==> config.mk <==
export PLATFORM = sky130hd
export DESIGN_NAME = divider24bit_seq_flat
export DESIGN_NICKNAME = d
export VERILOG_FILES = /design/src/rtl/divider24bit_seq_if.sv /design/src/rtl/divider24bit_seq.sv /design/src/flat_wrapper.sv
export SDC_FILE = /design/constraint.sdc
export NUM_CORES = 1
export LEC_CHECK = 0
export ABC_AREA = 1
export CAP_MARGIN = 20
export CORE_MARGIN = 2
export CORE_UTILIZATION = 52
export CTS_CLUSTER_DIAMETER = 200
export CTS_CLUSTER_SIZE = 8
export DETAILED_ROUTE_END_ITERATION = 8
export HOLD_SLACK_MARGIN = 0.02
export PLACE_DENSITY = 0.77
export SLEW_MARGIN = 20
export SYNTH_ARGS = -nofsm -noshare
export SYNTH_HDL_FRONTEND = slang
export SYNTH_SLANG_ARGS = --single-unit
==> constraint.sdc <==
create_clock -name clk -period 4 [get_ports clk]
set_clock_uncertainty 0.1 [all_clocks]
set_input_delay 0.6 -clock clk [delete_from_list [all_inputs] [get_ports clk]]
set_output_delay 0.6 -clock clk [all_outputs]
set_load 0.005 [all_outputs]
==> src/rtl/divider24bit_seq_if.sv <==
// Handshake and result bundle between the execute-stage control and the divider.
// master: control side (drives start/operands); slave: divider (drives busy/done/results).
interface divider24bit_seq_if #(
   parameter int WIDTH = 24
);
   logic             start;
   logic             is_signed;
   logic [WIDTH-1:0] dividend;
   logic [WIDTH-1:0] divisor;
   logic             busy;
   logic             done;
   logic [WIDTH-1:0] quotient;
   logic [WIDTH-1:0] remainder;
   logic             zero;
   logic             divbyzero;
   logic             overflow;

   modport master (
      output start, is_signed, dividend, divisor,
      input  busy, done, quotient, remainder,
      input  zero, divbyzero, overflow
   );

   modport slave (
      input  start, is_signed, dividend, divisor,
      output busy, done, quotient, remainder,
      output zero, divbyzero, overflow
   );
endinterface

==> src/rtl/divider24bit_seq.sv <==
// Multi-cycle restoring divider, one quotient bit per clock, 25-cycle latency.
// Ports: clk, rst (async high), bus (slave: start/operands in, busy/done/results/flags out).
module divider24bit_seq #(
   parameter int WIDTH    = 24,
   parameter int CNT_BITS = 5
) (
   input logic             clk,
   input logic             rst,
   divider24bit_seq_if.slave bus
);

   typedef enum logic [1:0] {
      IDLE,
      RUN,
      FIN
   } state_t;

   state_t              state;
   logic [CNT_BITS-1:0] cnt;
   logic                sgn;
   logic                neg_a;
   logic                neg_b;
   logic [WIDTH-1:0]    dvs;
   logic [WIDTH-1:0]    dq;
   logic [WIDTH-1:0]    rem;

   logic [WIDTH-1:0]    mag_a;
   logic [WIDTH-1:0]    mag_b;
   logic [WIDTH:0]      shl;
   logic [WIDTH:0]      diff;
   logic                neg_q;
   logic [WIDTH-1:0]    q_fin;
   logic [WIDTH-1:0]    r_fin;

   always_comb begin
      mag_a = bus.dividend;
      mag_b = bus.divisor;
      if (bus.is_signed && bus.dividend[WIDTH-1])
         mag_a = -bus.dividend;
      if (bus.is_signed && bus.divisor[WIDTH-1])
         mag_b = -bus.divisor;
      // dq holds the unconsumed dividend bits in its top and
      // collects quotient bits at the bottom as they shift out.
      shl   = {rem, dq[WIDTH-1]};
      // Partial remainder stays below the divisor, so bit WIDTH
      // of the 25-bit difference is a clean borrow flag.
      diff  = shl - {1'b0, dvs};
      neg_q = sgn & (neg_a ^ neg_b);
      // A zero divisor yields all ones whatever the signs.
      if (dvs == '0)
         q_fin = '1;
      else if (neg_q)
         q_fin = -dq;
      else
         q_fin = dq;
      r_fin = (sgn & neg_a) ? -rem : rem;
   end

   always_ff @(posedge clk or posedge rst) begin
      if (rst) begin
         state         <= IDLE;
         cnt           <= '0;
         sgn           <= 1'b0;
         neg_a         <= 1'b0;
         neg_b         <= 1'b0;
         dvs           <= '0;
         dq            <= '0;
         rem           <= '0;
         bus.busy      <= 1'b0;
         bus.done      <= 1'b0;
         bus.quotient  <= '0;
         bus.remainder <= '0;
         bus.zero      <= 1'b0;
         bus.divbyzero <= 1'b0;
         bus.overflow  <= 1'b0;
      end else begin
         bus.done <= 1'b0;
         unique case (state)
            IDLE: begin
               if (bus.start) begin
                  sgn      <= bus.is_signed;
                  neg_a    <= bus.is_signed & bus.dividend[WIDTH-1];
                  neg_b    <= bus.is_signed & bus.divisor[WIDTH-1];
                  dq       <= mag_a;
                  dvs      <= mag_b;
                  rem      <= '0;
                  cnt      <= '0;
                  bus.busy <= 1'b1;
                  state    <= RUN;
               end
            end
            RUN: begin
               if (!diff[WIDTH])
                  rem <= diff[WIDTH-1:0];
               else
                  rem <= shl[WIDTH-1:0];
               dq  <= {dq[WIDTH-2:0], ~diff[WIDTH]};
               cnt <= cnt + 1'b1;
               if (cnt == CNT_BITS'(WIDTH - 1))
                  state <= FIN;
            end
            FIN: begin
               bus.quotient  <= q_fin;
               bus.remainder <= r_fin;
               bus.zero      <= (q_fin == '0);
               bus.divbyzero <= (dvs == '0);
               // Only -2^23 / -1 gives a same-sign magnitude with MSB set.
               bus.overflow  <= sgn & ~(neg_a ^ neg_b)
                              & dq[WIDTH-1] & (dvs != '0);
               bus.busy      <= 1'b0;
               bus.done      <= 1'b1;
               state         <= IDLE;
            end
            default: state <= IDLE;
         endcase
      end
   end

endmodule

==> src/flat_wrapper.sv <==
// flat-port wrapper written by rule: the top's interface ports become plain ports
module divider24bit_seq_flat 
#(
   parameter int WIDTH    = 24,
   parameter int CNT_BITS = 5
)
  (clk, rst, bus_start, bus_is_signed, bus_dividend, bus_divisor, bus_busy, bus_done, bus_quotient, bus_remainder, bus_zero, bus_divbyzero, bus_overflow);
  divider24bit_seq_if #(.WIDTH(WIDTH)) bus_i ();
  input logic clk;
  input logic rst;
  input wire logic [$bits(bus_i.start)-1:0] bus_start;
  input wire logic [$bits(bus_i.is_signed)-1:0] bus_is_signed;
  input wire logic [$bits(bus_i.dividend)-1:0] bus_dividend;
  input wire logic [$bits(bus_i.divisor)-1:0] bus_divisor;
  output wire logic [$bits(bus_i.busy)-1:0] bus_busy;
  output wire logic [$bits(bus_i.done)-1:0] bus_done;
  output wire logic [$bits(bus_i.quotient)-1:0] bus_quotient;
  output wire logic [$bits(bus_i.remainder)-1:0] bus_remainder;
  output wire logic [$bits(bus_i.zero)-1:0] bus_zero;
  output wire logic [$bits(bus_i.divbyzero)-1:0] bus_divbyzero;
  output wire logic [$bits(bus_i.overflow)-1:0] bus_overflow;
  assign bus_i.start = bus_start;
  assign bus_i.is_signed = bus_is_signed;
  assign bus_i.dividend = bus_dividend;
  assign bus_i.divisor = bus_divisor;
  assign bus_busy = bus_i.busy;
  assign bus_done = bus_i.done;
  assign bus_quotient = bus_i.quotient;
  assign bus_remainder = bus_i.remainder;
  assign bus_zero = bus_i.zero;
  assign bus_divbyzero = bus_i.divbyzero;
  assign bus_overflow = bus_i.overflow;
  divider24bit_seq #(.WIDTH(WIDTH), .CNT_BITS(CNT_BITS)) u_core (.clk(clk), .rst(rst), .bus(bus_i));
endmodule
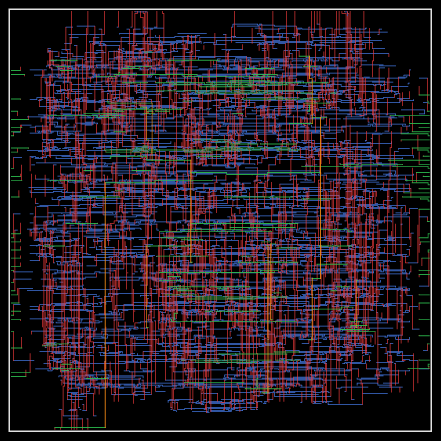
layers.png
Scale: 3 px per um.
legend:
  M3:
    color: green
    wire_length: 1860 um
  M1:
    color: blue
    wire_length: 12700 um
  M2:
    color: red
    wire_length: 11500 um
  M4:
    color: orange
    wire_length: 360 um

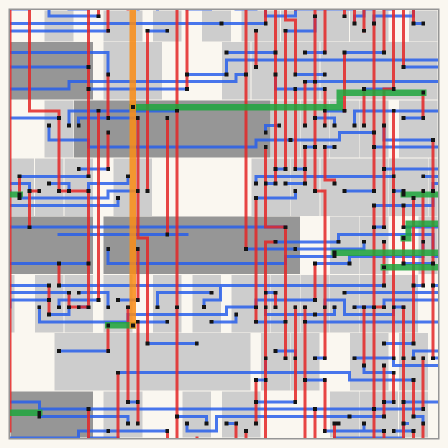
closeup.png
Region (95, 25) to (115, 45) um. Cells in gray, sequential cells in the stronger gray; small squares are vias.
legend:
  M3:
    color: green
  M4:
    color: orange
  M2:
    color: red
  M1:
    color: blue
netlist names of flops here include: u_core.rem (2)
most frequent: nand2_1 (17), nand3_1 (9), nor2_1 (8)
sequential cells in the window: 2
cells with their middle in the window: 50

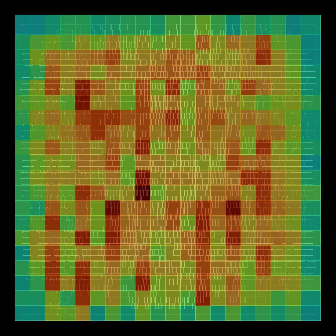
congestion_map.png
GRT met3 Usage: 4.41%
global-route track usage on met1: 42.4%
routed length per instance: 15.1 um
Most Crowded Layer GR: met1

==> COMMIT_EDITMSG <==
Add synthesis and place-and-route results

* Setup tns final: 0 ps
- The launch point of the worst register-to-register path is recorded as u_core.dq[23].
* Cell type group with the largest total delay on the critical path: simple AND/OR/NAND/NOR gates
* MUX share of area: 0.104%
* Post-synthesis instance total: 1417
- From bottom edge to top edge, the die measures 140 um.
- After synthesis, the design contains 1417 cells according to Yosys.
* Main flop type: sky130_fd_sc_hd__dfrtp_1
- Seq/Total Area, Yosys: 35.0%
- Total of hold buffers inserted after clock tree synthesis: 0
- STA puts the critical path data arrival time at 2860 ps.
- Critical path's slowest cell: sky130_fd_sc_hd__dfrtp_1
- Once layout is complete, the cells apart from fillers number about 1.7k.
- Maxcap violations: 0
- # IOs: 105
- Per the gpl log, the routability congestion estimate is roughly 0.95.
- The endpoint of the worst hold path is reported as u_core.bus.busy.
- The first TritonRoute pass finished after 5 iterations.
- Hold Path Class: flip-flop to flip-flop
* Unrepaired setup endpoints after global routing: no
- Hold_ws: approximately 370 ps
* Largest stage delay on the critical path: 450 ps
- Flip-flops with a built-in enable: 0
* Peak clock frequency supported by timing: 0.381 GHz
- The report puts the cell count of the worst reg-to-reg path at 14.
- Summing the areas of all compound-gate instances in the mapped netlist gives 11.5% of the synthesized area.
- Vias per std cell: 5.50
- Gates resized during post-CTS repair numbered 0.
- The mapped netlist covers 9640 sq um.
- Clock sinks: 135
- Number of clock buffers inserted by TritonCTS: 17
* Overall track demand over capacity in global routing: around 28%
- The setup path with the least slack is of type flip-flop to flip-flop.
- In this run, the synthesized area fraction spent on adder and majority cells is recorded as 3.97%.
- Worst setup path startpoint: u_core.dq[23]
- Final design area excluding fillers: 11400 sq um
* Synthesis area per yosys: 9640 sq um
- After synthesis, the mean cell area works out to 6.81 sq um.
* Initial DRC Count: 901
- STA reports a reg2reg setup slack of 1370 ps.
- Crit path buffers/inverters: 2
* Synthesized net count: 1499
- Area share of the leading cell type in the synthesized netlist: 35.0%
- The biggest area contributor in the post-synthesis netlist is sky130_fd_sc_hd__dfrtp_1.
- Minimum clock period: 2630 ps
* Required arrival time at the worst endpoint: 4230 ps
- Post-CTS timing repair inserted 0 buffers for setup.
* Fin. Hold Viols: 0
* Simple-gate share of the synthesized area: a little over a third
- Asr flop ratio synth: 100%
- The flow reported a cell area power density of 866 nW/um^2.
* Cell occurring most often along the worst timing path: sky130_fd_sc_hd__nand2_1
* Vias in the first global route: 8812
- Detailed placement ended at an HPWL of about 20000 um.
- Area growth syn-to-layout: 18.6%
- The capture point of the critical path was reported as u_core.rem[15].
- Outcome: complete, no violations
* Number of fillers in the final layout: approximately 1.6k
* Nets: 1585
- Comb area: 5510 sq um
- By instance count after routing, the leading logic cell type is sky130_fd_sc_hd__nand2_1.
- The endpoint identified for the worst register-to-register timing path is u_core.rem[15].
- Top logic cells by instance count in the layout: sky130_fd_sc_hd__nand2_1 (441), sky130_fd_sc_hd__nor2_1 (154), sky130_fd_sc_hd__nand3_1 (139)
- Max fanout on the critical path was recorded as 25.
* Max clock buf depth: 2
* Post-synthesis cell type count: around 49
- Looking at the max-slew report, the worst-margin pin has a slew of 886 ps.
* Post-route antenna net violation count: 0
- Yosys shows that the main logic family after synthesis is simple AND/OR/NAND/NOR gates.
- The region available for standard cell placement spans 18100 sq um.
- In the floorplan report the effective utilization is a little over half.
- For reference, the final report shows the max-slew violation count at 0.
- Endpoint type of the worst setup path: flip-flop
- For this run, the final setup violation count is recorded as 0.
- TritonCTS built the clock tree.
- The sequential cells in the finished layout cover a total of 3380 sq um.
- Worst voltage drop across the vdd grid: between 0.0003 and 0.0004 V
- Cells with a size suffix above 1 make up 5.34% of the layout.
* Max-slew headroom: 40.9%
- Entering global routing, the biggest net connects 136 pins.
- Top cells by instance count after synthesis: sky130_fd_sc_hd__nand2_1 (441), sky130_fd_sc_hd__nor2_1 (156), sky130_fd_sc_hd__nand3_1 (139)
- The worst hold path begins at u_core.bus.busy.
- The cell sequence reported for the critical path is inv_1 -> ha_1 -> inv_1 -> fa_1 -> nand3_1 -> nand2_1 -> nand2_1 -> nand2_1 -> nand3_2 -> nand4_1 -> nand2_4 -> nand2_1 -> nand3_1 -> nand2_1.
- The repair_antennas step left the layout with diodes totalling 0.
- Clock root buffer master: sky130_fd_sc_hd__clkbuf_16
* XOR Share, Synth: 5.36%
* Cell leakage power: 5.43 nW
- In this run the tool buffered the top-level ports with between 100 and 150 buffer cells.
* Placed standard-cell area: 10800 sq um
- Total instance count after detailed placement: approximately 1.7k
* Critical Path Start Type: flip-flop
- Most frequent cell after synthesis: sky130_fd_sc_hd__nand2_1
- Across all stage logs, warnings added up to 28.
- DRC: 0
- Number of cells on the critical path: 14
- Ranked by total cell area, the synthesized netlist is headed by sky130_fd_sc_hd__dfrtp_1 (35%), sky130_fd_sc_hd__nand2_1 (17%), sky130_fd_sc_hd__nand3_1 (7.2%).
- According to the floorplan log, the row count is 49.
- In this run, synthesis produced a sequential element count of approximately 140.
* Overall chip area: 19700 sq um
- Final period utilization: about 66%
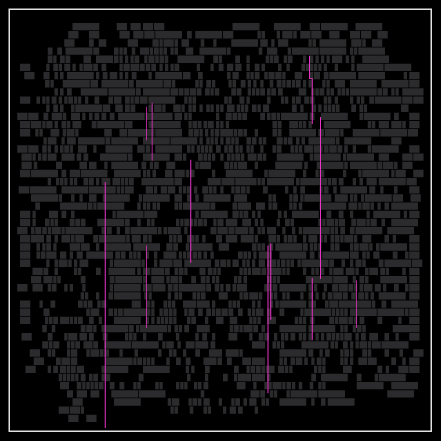
m4.png
Scale: 3 px per um. Cells faint in the background.
share of all routed wire: 1.4%
main direction: vertical
wire length on this layer: 360 um
longest straight run: 81.6 um
WL final: 26400 um
Vias: 9596

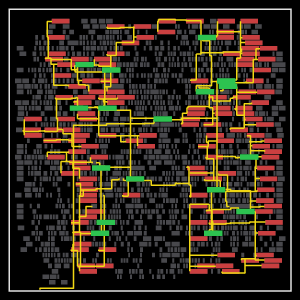
clock_wires.png
Scale: 2 px per um.
legend:
  flip-flops:
    color: red
    count: 135
  clock wires:
    color: yellow
    length: 1890 um
  clock-net drivers:
    color: green
    count: 17
flops lie: all over the die
routed clock nets: 18
clock latency on the worst-skew pair: 430 ps
clock share of power: 16.8%
reported clock group power: 1.66 mW

==> kinds of logic after synthesis <==
family,count (synthesis)
AND/OR/NAND/NOR,814
AND-OR/OR-AND,193
buffers and inverters,185
flip-flops,135
XOR/XNOR,59
adder cells (fa/ha/maj),30
multiplexers,1
==> flip-flops by register name, summed over array words and instances (netlist names), 2 cells and up <==
name and flops:
u_core.bus.quotient 24, u_core.bus.remainder 24, u_core.dq 24, u_core.dvs 24, u_core.rem 24, u_core.cnt 5, u_core.state 2
==> per-stage QoR <==
step	util [%]	setup slack [ps]	total power, mW
2_1_floorplan	-	1620	6.74
3_3_place_gp	59.8	1070	8.00
3_5_place_dp	59.8	1040	8.13
4_1_cts	63.2	1390	9.82
5_1_grt	63.2	1130	10.8
6_report	63.2	1370	9.91
==> per-layer routing <==
layer | routed length [um] | GRT usage (%) | up-vias
li1 | - | - | 4799
met2 | 11500 | 40.9 | 354
met5 | 0 | 0 | -
met1 | 12700 | 42.4 | 4415
met3 | 1860 | 4.41 | 28
met4 | 359 | 7.50 | 0
==> layout make-up <==
class | instances | area share [%]
tap | 229 | 2.51
multi-input combinational | 1097 | 48.2
inverter | 140 | 4.63
sequential | 135 | 29.5
clock inverter | 13 | 1.47
clock buffer | 19 | 3.96
timing repair buffer | 112 | 9.74
==> power breakdown <==
group	leakage [nW]	internal (mW)	switching, mW	total (mW)
sequential	1.63	1.89	0.638	2.53
clock	0.300	1.02	0.640	1.66
combinational	3.51	2.07	3.65	5.72
Power and IR drop assume default switching activity.
